[config.mk]
export PLATFORM = sky130hd
export DESIGN_NAME = i2c_bme280_responder
export DESIGN_NICKNAME = d
export VERILOG_FILES = /design/src/rtl/i2c_bme280_responder.sv
export SDC_FILE = /design/constraint.sdc
export NUM_CORES = 2
export LEC_CHECK = 0
export ABC_AREA = 1
export CAP_MARGIN = 20
export CORE_MARGIN = 3
export CORE_UTILIZATION = 40
export CTS_CLUSTER_SIZE = 10
export DETAILED_ROUTE_END_ITERATION = 16
export SKIP_CTS_REPAIR_TIMING = 1
export SYNTH_ARGS = -nofsm -noshare
export SYNTH_HDL_FRONTEND = slang
export SYNTH_SLANG_ARGS = --single-unit
[constraint.sdc]
create_clock -name clk -period 3.7 [get_ports clk]
set_input_delay 0.74 -clock clk [delete_from_list [all_inputs] [get_ports clk]]
set_output_delay 0.74 -clock clk [all_outputs]
set_load 0.05 [all_outputs]
[src/rtl/i2c_bme280_responder.sv]
`default_nettype none
// ============================================================================
// Module   : i2c_bme280_responder
// Brief    : I2C target emulating the BME280 register map (0x80-0xFF) with host preload
// Revision : 1.0 - initial release
// ============================================================================
module i2c_bme280_responder #(
    parameter logic [6:0] DEV_ADDR = 7'h76,
    parameter logic [7:0] CHIP_ID  = 8'h60
) (
    input  logic       clk,
    input  logic       rst_n,
    input  logic       scl_pad_in,
    input  logic       sda_pad_in,
    output logic       sda_pad_out,
    output logic       sda_pad_en,
    input  logic       host_we,
    input  logic [6:0] host_addr,
    input  logic [7:0] host_data,
    output logic       wr_strobe,
    output logic [7:0] wr_addr,
    output logic [7:0] wr_data,
    output logic       busy
);

    localparam logic [3:0] c_st_idle      = 4'd0;
    localparam logic [3:0] c_st_addr      = 4'd1;
    localparam logic [3:0] c_st_addr_ack  = 4'd2;
    localparam logic [3:0] c_st_reg       = 4'd3;
    localparam logic [3:0] c_st_reg_ack   = 4'd4;
    localparam logic [3:0] c_st_wdata     = 4'd5;
    localparam logic [3:0] c_st_wdata_ack = 4'd6;
    localparam logic [3:0] c_st_rdata     = 4'd7;
    localparam logic [3:0] c_st_rdata_ack = 4'd8;

    localparam logic [7:0] c_chip_id_reg  = 8'hD0;
    localparam logic [6:0] c_chip_id_idx  = 7'h50;

    logic       r_scl_s1, r_scl_s2, r_scl_d;
    logic       r_sda_s1, r_sda_s2, r_sda_d;
    logic [3:0] r_state, w_state_nxt;
    logic [3:0] r_bit_cnt;
    logic [7:0] r_shift;
    logic [7:0] r_tx;
    logic [7:0] r_ptr;
    logic       r_rw;
    logic       r_mack;
    logic       r_sda_en;
    logic       r_busy;
    logic       r_wr_strobe;
    logic [7:0] r_wr_addr;
    logic [7:0] r_wr_data;
    logic [7:0] r_mem [0:127];

    logic       w_scl_rise, w_scl_fall, w_start, w_stop;
    logic       w_byte_done, w_addr_match, w_bit_state;
    logic [7:0] w_rd_addr, w_rd_byte;
    logic       w_sda_en_nxt, w_ptr_load, w_ptr_inc, w_tx_load, w_tx_shift;
    logic       w_commit, w_commit_en;

    // Two synchronizer flops plus one history flop per line for edge detection.
    always_ff @(posedge clk or negedge rst_n) begin
        if (!rst_n) begin
            r_scl_s1 <= 1'b1;
            r_scl_s2 <= 1'b1;
            r_scl_d  <= 1'b1;
            r_sda_s1 <= 1'b1;
            r_sda_s2 <= 1'b1;
            r_sda_d  <= 1'b1;
        end else begin
            r_scl_s1 <= scl_pad_in;
            r_scl_s2 <= r_scl_s1;
            r_scl_d  <= r_scl_s2;
            r_sda_s1 <= sda_pad_in;
            r_sda_s2 <= r_sda_s1;
            r_sda_d  <= r_sda_s2;
        end
    end

    assign w_scl_rise   = r_scl_s2 & ~r_scl_d;
    assign w_scl_fall   = ~r_scl_s2 & r_scl_d;
    assign w_start      = r_scl_s2 & r_scl_d & r_sda_d & ~r_sda_s2;
    assign w_stop       = r_scl_s2 & r_scl_d & ~r_sda_d & r_sda_s2;
    assign w_byte_done  = w_scl_fall && (r_bit_cnt == 4'd8);
    assign w_addr_match = (r_shift[7:1] == DEV_ADDR);
    assign w_bit_state  = (r_state == c_st_addr) || (r_state == c_st_reg) ||
                          (r_state == c_st_wdata) || (r_state == c_st_rdata);

    // During the read ACK bit the next byte (pointer + 1) is fetched in advance.
    assign w_rd_addr = (r_state == c_st_rdata_ack) ? (r_ptr + 8'd1) : r_ptr;

    always_comb begin
        w_rd_byte = 8'h00;
        if (w_rd_addr == c_chip_id_reg) begin
            w_rd_byte = CHIP_ID;
        end else if (w_rd_addr[7]) begin
            w_rd_byte = r_mem[w_rd_addr[6:0]];
        end
    end

    // State register
    always_ff @(posedge clk or negedge rst_n) begin
        if (!rst_n) begin
            r_state <= c_st_idle;
        end else begin
            r_state <= w_state_nxt;
        end
    end

    // Next-state logic
    always_comb begin
        w_state_nxt = r_state;
        if (w_start) begin
            w_state_nxt = c_st_addr;
        end else if (w_stop) begin
            w_state_nxt = c_st_idle;
        end else begin
            case (r_state)
                c_st_addr:      if (w_byte_done) w_state_nxt = w_addr_match ? c_st_addr_ack : c_st_idle;
                c_st_addr_ack:  if (w_scl_fall)  w_state_nxt = r_rw ? c_st_rdata : c_st_reg;
                c_st_reg:       if (w_byte_done) w_state_nxt = c_st_reg_ack;
                c_st_reg_ack:   if (w_scl_fall)  w_state_nxt = c_st_wdata;
                c_st_wdata:     if (w_byte_done) w_state_nxt = c_st_wdata_ack;
                c_st_wdata_ack: if (w_scl_fall)  w_state_nxt = c_st_wdata;
                c_st_rdata:     if (w_byte_done) w_state_nxt = c_st_rdata_ack;
                c_st_rdata_ack: if (w_scl_fall)  w_state_nxt = r_mack ? c_st_rdata : c_st_idle;
                default:        w_state_nxt = c_st_idle;
            endcase
        end
    end

    // Output / datapath control decode
    always_comb begin
        w_sda_en_nxt = r_sda_en;
        w_ptr_load   = 1'b0;
        w_ptr_inc    = 1'b0;
        w_tx_load    = 1'b0;
        w_tx_shift   = 1'b0;
        w_commit     = 1'b0;
        if (w_start || w_stop) begin
            w_sda_en_nxt = 1'b1;
        end else begin
            case (r_state)
                c_st_addr: begin
                    if (w_byte_done) w_sda_en_nxt = ~w_addr_match;
                end
                c_st_addr_ack: begin
                    if (w_scl_fall) begin
                        w_tx_load    = r_rw;
                        w_sda_en_nxt = r_rw ? w_rd_byte[7] : 1'b1;
                    end
                end
                c_st_reg: begin
                    if (w_byte_done) begin
                        w_ptr_load   = 1'b1;
                        w_sda_en_nxt = 1'b0;
                    end
                end
                c_st_wdata: begin
                    if (w_byte_done) w_sda_en_nxt = 1'b0;
                end
                c_st_reg_ack: begin
                    if (w_scl_fall) w_sda_en_nxt = 1'b1;
                end
                c_st_wdata_ack: begin
                    if (w_scl_rise) begin
                        w_commit  = 1'b1;
                        w_ptr_inc = 1'b1;
                    end
                    if (w_scl_fall) w_sda_en_nxt = 1'b1;
                end
                c_st_rdata: begin
                    if (w_byte_done) begin
                        w_sda_en_nxt = 1'b1;
                    end else if (w_scl_fall) begin
                        w_tx_shift   = 1'b1;
                        w_sda_en_nxt = r_tx[6];
                    end
                end
                c_st_rdata_ack: begin
                    if (w_scl_fall) begin
                        w_ptr_inc    = r_mack;
                        w_tx_load    = r_mack;
                        w_sda_en_nxt = r_mack ? w_rd_byte[7] : 1'b1;
                    end
                end
                default: w_sda_en_nxt = 1'b1;
            endcase
        end
    end

    assign w_commit_en = w_commit && r_ptr[7] && (r_ptr != c_chip_id_reg);

    always_ff @(posedge clk or negedge rst_n) begin
        if (!rst_n) begin
            r_bit_cnt   <= 4'd0;
            r_shift     <= 8'h00;
            r_tx        <= 8'h00;
            r_ptr       <= 8'h00;
            r_rw        <= 1'b0;
            r_mack      <= 1'b0;
            r_sda_en    <= 1'b1;
            r_busy      <= 1'b0;
            r_wr_strobe <= 1'b0;
            r_wr_addr   <= 8'h00;
            r_wr_data   <= 8'h00;
        end else begin
            r_sda_en    <= w_sda_en_nxt;
            r_wr_strobe <= w_commit_en;
            if (w_start || (w_state_nxt != r_state)) begin
                r_bit_cnt <= 4'd0;
            end else if (w_scl_rise && w_bit_state) begin
                r_bit_cnt <= r_bit_cnt + 4'd1;
            end
            if (w_scl_rise && ((r_state == c_st_addr) || (r_state == c_st_reg) ||
                               (r_state == c_st_wdata))) begin
                r_shift <= {r_shift[6:0], r_sda_s2};
            end
            if ((r_state == c_st_addr) && (w_state_nxt == c_st_addr_ack)) begin
                r_rw <= r_shift[0];
            end
            if (w_stop) begin
                r_busy <= 1'b0;
            end else if ((r_state == c_st_addr) && (w_state_nxt == c_st_addr_ack)) begin
                r_busy <= 1'b1;
            end
            if (w_ptr_load) begin
                r_ptr <= r_shift;
            end else if (w_ptr_inc) begin
                r_ptr <= r_ptr + 8'd1;
            end
            if (w_tx_load) begin
                r_tx <= w_rd_byte;
            end else if (w_tx_shift) begin
                r_tx <= {r_tx[6:0], 1'b1};
            end
            if ((r_state == c_st_rdata_ack) && w_scl_rise) begin
                r_mack <= ~r_sda_s2;
            end
            if (w_commit_en) begin
                r_wr_addr <= r_ptr;
                r_wr_data <= r_shift;
            end
        end
    end

    // Host preload first, I2C commit second so the bus write wins on collision.
    always_ff @(posedge clk or negedge rst_n) begin
        if (!rst_n) begin
            for (int i = 0; i < 128; i++) begin
                r_mem[i] <= 8'h00;
            end
        end else begin
            if (host_we && (host_addr != c_chip_id_idx)) begin
                r_mem[host_addr] <= host_data;
            end
            if (w_commit_en) begin
                r_mem[r_ptr[6:0]] <= r_shift;
            end
        end
    end

    assign sda_pad_out = 1'b0;
    assign sda_pad_en  = r_sda_en;
    assign busy        = r_busy;
    assign wr_strobe   = r_wr_strobe;
    assign wr_addr     = r_wr_addr;
    assign wr_data     = r_wr_data;

endmodule
`default_nettype wire
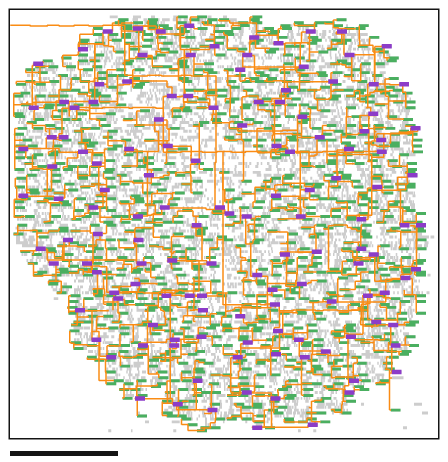
(images/clk_routes.png)
Scale bar: 100 um.
[purple] clock drivers | count: 136
[orange] clock wires | length: 16200 um
[green] flip-flops | count: 1082
flops lie: spread over the die
routed clock nets: 137

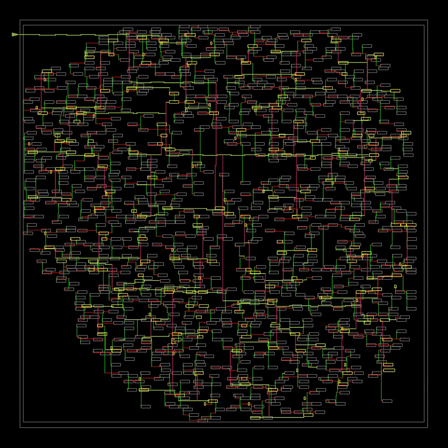
(images/clocks.png)
clock skew: 0.03783 ns
CTS buffer count: 136
clk pwr: 0.0130 W
seq_cells: 1082
Latency at later pin: 0.79 ns

==> results.json <==
{
  "outcome": "complete, no violations",
  "topCellsByArea": "dfrtp_1 (44%), o21ai_0 (11%), nand2_1 (10%), nor2_1 (6.6%), inv_1 (5.2%)",
  "die_h_um": 396.7,
  "synthesis.nets": 8586,
  "lay_top_count": "nand2_1",
  "path_class": "reg -> reg",
  "taps": 2016,
  "dp_hpwl_mm": 170.6,
  "grt_max_degree": 90,
  "placed_cell_area_um2": 65180,
  "finalSetupViolCount": 0,
  "grt_pass1_vias": 59340,
  "antenna_cells": 12,
  "total_power_w": 0.03007,
  "rsz0062_at_grt": "false",
  "max_freq_mhz": 278.2,
  "fp.coreArea_um2": 150700,
  "synth-edff-count": 0,
  "cts_tree": "done",
  "num-nonclk-buffers": 393,
  "track_usage": 0.3439,
  "period_needed_ns": 3.594,
  "port_buffers": 38,
  "warnings": 29,
  "cp-end-kind": "flop",
  "switchingPower_w": 0.008450,
  "grt_overflow": 0,
  "synth_cell_type_count": 49,
  "syn_inst": 8562,
  "use_met3": 0.09208,
  "grt_pass1_wl_mm": 404.8,
  "dr_wl_met3_mm": 34.50,
  "arrival_ns": 4.30,
  "clkCellAreaFrac": 0.06077,
  "ant_nets": 0,
  "drv_slew": 0,
  "area_delta_synth_final_pct": 13.72,
  "startpoint_type": "flop",
  "cts_buffer_depth": 3,
  "synth-warning-count": 0,
  "met1_usage": 0.4663,
  "io_pins": 40,
  "hold_path.class": "in -> async",
  "place_congestion": 0.9662,
  "critPathRequiredTime_ns": 4.41,
  "cts_root_buf": "clkbuf_16",
  "drt-initial-drc-count": 9331,
  "buf_share": 0.05699,
  "top_area_frac": 0.4406,
  "sh_comb_area": 0.4072,
  "top_cells_by_count": "nand2_1 (1632), o21ai_0 (1302), nor2_1 (1080), dfrtp_1 (1075), inv_1 (849)",
  "logic_gate_count": 5990,
  "dr_total_vias": 64470,
  "via_per_inst": 6.079,
  "cts_sinks": 1082,
  "max-slew-margin-rel": 0.2237,
  "inv_count": 886,
  "synth.avg_cell_area_um2": 7.130,
  "htree_levels": 4,
  "seq_area_frac": 0.3901,
  "cellLeakagePower_nw": 31.78,
  "seq-power_w": 0.0135,
  "post-route-util": 0.4608,
  "lay_top_cells": "nand2_1 (1622), o21ai_0 (1301), nor2_1 (1079)",
  "ys_cells": 8562,
  "clockPowerShare": 0.431,
  "drt-wirelength-per-cell_um": 26.17,
  "fp.dieW_um": 396.7,
  "highest_layer": "met5",
  "logic_area_um2": 28270,
  "routed_wl_mm": 277.5,
  "maxCapViolCount": 0,
  "cp_max_fo": 68,
  "power_frac_seq": 0.450,
  "fin_ws_ns": 0.1059,
  "p_sw_frac": 0.2810,
  "ys_seq_share": 0.4437
}
==> worst max-delay path, cell delays in order (launching register included) <==
cell,delay (ns)
dfrtp_1,0.52
inv_1,0.11
ha_1,0.38
nand2_1,0.11
nand2_4,0.29
nand2_1,0.15
clkinv_2,0.09
buf_12,0.36
o21a_1,0.20
nor2_1,0.06
nand2_1,0.11
nand3_1,0.22
nand3_1,0.19
nand3_1,0.27
nand3_1,0.27
a21oi_1,0.10
==> final timing paths <==
path	depth (start not counted)	slack [ns]	end	from
worst max register to register	15	0.11	sda_pad_en$_DFFE_PN1P_	r_ptr[1]$_DFFE_PN0P_
max in group asynchronous	3	2.52	r_sda_s1$_DFF_PN1_	rst_n
worst min register to register	0	0.34	r_sda_s2$_DFF_PN1_	r_sda_s1$_DFF_PN1_
min in group clk	0	0.34	r_sda_s2$_DFF_PN1_	r_sda_s1$_DFF_PN1_
worst min-delay path	1	0.03	r_mem[715]$_DFF_PN0_	rst_n
worst max-delay path	15	0.11	sda_pad_en$_DFFE_PN1P_	r_ptr[1]$_DFFE_PN0P_
==> cell families after synthesis <==
group,count (synthesis),share of synthesized area
simple gates,3469,0.2315
other cells,1,0.00006143
buf+inv,1490,0.09582
flops,1082,0.4437
xor+xnor,6,0.0008608
compound gates,2510,0.2273
fa+ha+maj,4,0.0008198
==> sequential cells by signal, indices dropped and copies added, names as in the netlist <==
name	count
r_sda_s1	1
wr_addr	8
wr_strobe	1
busy	1
r_sda_d	1
r_bit_cnt	4
wr_data	8
r_scl_d	1
r_shift	8
r_scl_s1	1
r_ptr	8
r_rw	1
r_state	4
r_sda_s2	1
r_tx	7
sda_pad_en	1
r_mem	1024
r_scl_s2	1
r_mack	1
Power and IR drop assume default switching activity.
